### src/rtl/decoder.sv
// decoder: registered RV32I field, format and immediate decode with 1-cycle latency
module decoder (
  input  logic        clk,
  input  logic        rst_n,
  input  logic [31:0] instruction,
  input  logic        in_valid,
  output logic [6:0]  opcode,
  output logic [4:0]  rd,
  output logic [2:0]  funct3,
  output logic [4:0]  rs1,
  output logic [4:0]  rs2,
  output logic [6:0]  funct7,
  output logic [31:0] imm,
  output logic [2:0]  fmt,
  output logic        illegal,
  output logic        out_valid
);
  localparam logic [2:0] FMT_R = 3'd0, FMT_I = 3'd1, FMT_S = 3'd2, FMT_B = 3'd3,
                         FMT_U = 3'd4, FMT_J = 3'd5, FMT_X = 3'd7;
  logic [6:0]  op;
  logic [2:0]  fmt_n;
  logic [31:0] imm_n;
  logic        s;
  assign op = instruction[6:0];
  assign s  = instruction[31];
  always_comb begin
    fmt_n = (op == 7'b0110011) ? FMT_R :
            (op == 7'b0010011 || op == 7'b0000011 || op == 7'b1100111 ||
             op == 7'b1110011 || op == 7'b0001111) ? FMT_I :
            (op == 7'b0100011) ? FMT_S :
            (op == 7'b1100011) ? FMT_B :
            (op == 7'b0110111 || op == 7'b0010111) ? FMT_U :
            (op == 7'b1101111) ? FMT_J : FMT_X;
    imm_n = (fmt_n == FMT_I) ? {{20{s}}, instruction[31:20]} :
            (fmt_n == FMT_S) ? {{20{s}}, instruction[31:25], instruction[11:7]} :
            (fmt_n == FMT_B) ? {{19{s}}, s, instruction[7], instruction[30:25], instruction[11:8], 1'b0} :
            (fmt_n == FMT_U) ? {instruction[31:12], 12'b0} :
            (fmt_n == FMT_J) ? {{11{s}}, s, instruction[19:12], instruction[20], instruction[30:21], 1'b0} :
            32'b0;
  end
  always_ff @(posedge clk or negedge rst_n) begin
    if (!rst_n) begin
      opcode    <= '0;
      rd        <= '0;
      funct3    <= '0;
      rs1       <= '0;
      rs2       <= '0;
      funct7    <= '0;
      imm       <= '0;
      fmt       <= '0;
      illegal   <= 1'b0;
      out_valid <= 1'b0;
    end else begin
      out_valid <= in_valid;
      if (in_valid) begin
        opcode  <= op;
        rd      <= instruction[11:7];
        funct3  <= instruction[14:12];
        rs1     <= instruction[19:15];
        rs2     <= instruction[24:20];
        funct7  <= instruction[31:25];
        imm     <= imm_n;
        fmt     <= fmt_n;
        illegal <= (fmt_n == FMT_X);
      end
    end
  end
endmodule

### config.mk
export PLATFORM = sky130hd
export DESIGN_NAME = decoder
export DESIGN_NICKNAME = d
export VERILOG_FILES = /design/src/rtl/decoder.sv
export SDC_FILE = /design/constraint.sdc
export NUM_CORES = 1
export LEC_CHECK = 0
export ABC_AREA = 1
export CAP_MARGIN = 20
export CORE_ASPECT_RATIO = 1.1
export CORE_MARGIN = 2
export CORE_UTILIZATION = 49
export CTS_CLUSTER_SIZE = 10
export DETAILED_ROUTE_END_ITERATION = 6
export HOLD_SLACK_MARGIN = 0.12
export PLACE_DENSITY = 0.84
export SKIP_LAST_GASP = 1
export SLEW_MARGIN = 15
export SYNTH_ARGS = -nofsm -noshare
export SYNTH_HDL_FRONTEND = slang
export SYNTH_SLANG_ARGS = --single-unit
### constraint.sdc
create_clock -name clk -period 1.7 [get_ports clk]
set_input_delay 0.17 -clock clk [delete_from_list [all_inputs] [get_ports clk]]
set_output_delay 0.17 -clock clk [all_outputs]
set_load 0.03 [all_outputs]
==> qor.yml <==
run_status:
  status: "complete, no violations"
global_routing:
  grt.total_usage: 0.254
  first_global_vias: 2919
  overflow: 0
clocking:
  clock-sinks: 69
  cts_tree: "built"
placed_design:
  place_ws_ns: -0.162
  numPortBuffers: 103
  place_area_um2: 4320
logic_synthesis:
  ys_seq_frac: 0.563
  compound_area_frac: 0.0628
  netlist_instances: 381
  yosys_cells: 381
  ys.flops: 69
route:
  viasPerCell: 5.22
  via_count: 3053
  drc: 0
  firstDrtPassIters: 6
  totalWireLength_um: 8240
layout:
  area_growth_pct: 49.8
  fin_area_um2: 4590
  diodes: 0
worst_setup_path:
  cp_top_family: "buffers and inverters"
  crit_type: "flip-flop to output port"
  critPathSlowestCell: "clkdlybuf4s50_1"
timing:
  finalClockPeriodUsage: 0.936
  timing.final.hold_violations: 0
  max_freq_ghz: 0.628
  timing.final.max_slew_violations: 0
floorplanning:
  initCoreUtil: 0.501
pwr:
  power.density_nw_per_um2: 937
==> cell usage after synthesis (all sizes together) <==
library cell  number
buf                9
nand3             34
o211ai             8
clkbuf             9
nand4              2
dfrtp             69
a21oi              5
nand2            181
inv               14
nor3               2
nor2              28
o221ai             1
o21ai             19
==> worst min-delay path by stage <==
stage | to | slack (ns) | depth (start not counted)
after global routing | rd[3] | 0.39 | 3
after floorplan | fmt[0] | -0.13 | 0
after global placement | rs1[0] | 0.22 | 2
after detailed placement | rs1[0] | 0.22 | 2
final | imm[16] | 0.37 | 3
after CTS | rs1[0] | 0.38 | 3
==> per-stage QoR <==
step | std cells | util | setup TNS, ns | total power, W
3_5_place_dp | 569 | 0.707 | -3.12 | 0.00261
4_1_cts | 585 | 0.751 | 0 | 0.00434
2_1_floorplan | 381 | - | 0 | 0.00220
6_report | 585 | 0.751 | 0 | 0.00431
3_3_place_gp | 569 | 0.707 | -1.64 | 0.00260
5_1_grt | 585 | 0.751 | 0 | 0.00447
==> power breakdown <==
| group | internal (W) | switching (W) |
|---|---|---|
| Clock | 0.00112 | 0.000604 |
| Combinational | 0.000325 | 0.000459 |
| Sequential | 0.00174 | 0.0000597 |
| Total | 0.00318 | 0.00112 |
==> final cells by class <==
type / count / area [um2]
clock inverters: 6 / 136
repair buffers: 127 / 1250
inverters: 14 / 52.6
well taps: 80 / 100
flip-flops and latches: 69 / 1730
clock buffers: 9 / 124
multi-input cells: 280 / 1210
fillers: 443 / 1520
==> tightest hold or removal path: stages <==
cell	delay [ns]
dlygate4sd3_1	0.52
buf_2	0.12
buf_12	0.31
==> cells by family (layout without fill, tap and decap cells) <==
logic type / count (synthesis) / after routing
buf+inv: 32 / 156
compound gates: 33 / 33
flops: 69 / 69
simple gates: 247 / 247
==> per-layer routing <==
| layer | routed length [um] | part of all wire | vias to the layer above | global-route usage |
|---|---|---|---|---|
| met5 | 0 | 0 | - | 0 |
| met2 | 4210 | 0.51 | 127 | 0.439 |
| met4 | 171 | 0.021 | 0 | 0.105 |
| met1 | 3320 | 0.40 | 1459 | 0.313 |
| li1 | - | - | 1449 | - |
| met3 | 534 | 0.065 | 18 | 0.0498 |
==> cells in the final DEF (no fill, tap or decap) <==
cell type and instances:
o211ai_1 8, dlygate4sd3_1 1, buf_4 20, nand3_1 32, nand4_1 2, nand2_1 178, nand2_2 3, o221ai_1 1
inv_2 6, clkdlybuf4s50_1 102, nor2_1 24, clkbuf_8 9, nor3_1 1, bufinv_16 4, o21ai_0 18, dfrtp_1 69
nand3_2 2, a21oi_1 5, inv_1 8, nor3_4 1, buf_12 3, o21ai_2 1, clkinv_4 1, clkinvlp_4 1
buf_2 1, nor2_2 4
==> flip-flops by register name, indices dropped and copies added, names as in the netlist <==
signal	flops
imm	32
funct7	7
opcode	7
rd	5
rs1	5
rs2	5
fmt	3
funct3	3
illegal	1
out_valid	1
Fig. 1: routed clock nets over the placement
Drawn at 3 px/um.
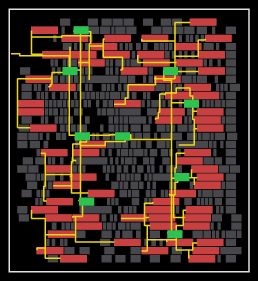
Key: cells driving clock nets = green [count 9]; clock wires = yellow [length 771 um]; flip-flops = red [count 69]
There are 10 routed clock nets.
Clock power frac: 0.400
P_clk: 0.00172 W
worst skew pair latency: 0.34 ns
Fin Clk Skew: 0 ns

Fig. 2: met4 routing
Drawn at 4 px/um. Cells faint in the background.
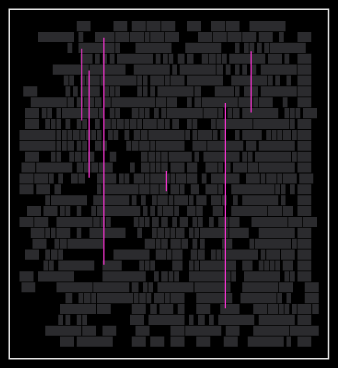
5 nets have wire on it. The wires run mostly vertical. The layer carries 171 um of wire. The layer holds 2.1% of the routed length.

Fig. 3: congestion heat map
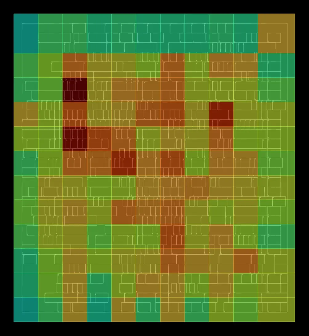
GR peak layer: met2
fin util: 0.751

Fig. 4: metal layers overlaid
Drawn at 4 px/um.
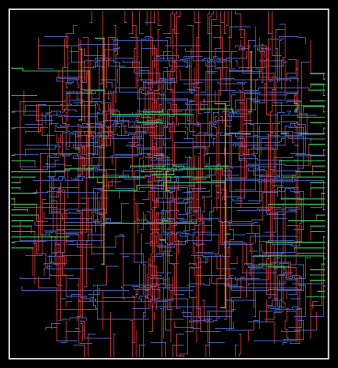
Key: met2 = red [wire length 4210 um]; met3 = green [wire length 535 um]; met1 = blue [wire length 3320 um]; met4 = orange [wire length 171 um]

No activity file was given, so power comes from the tool's default toggle rates.
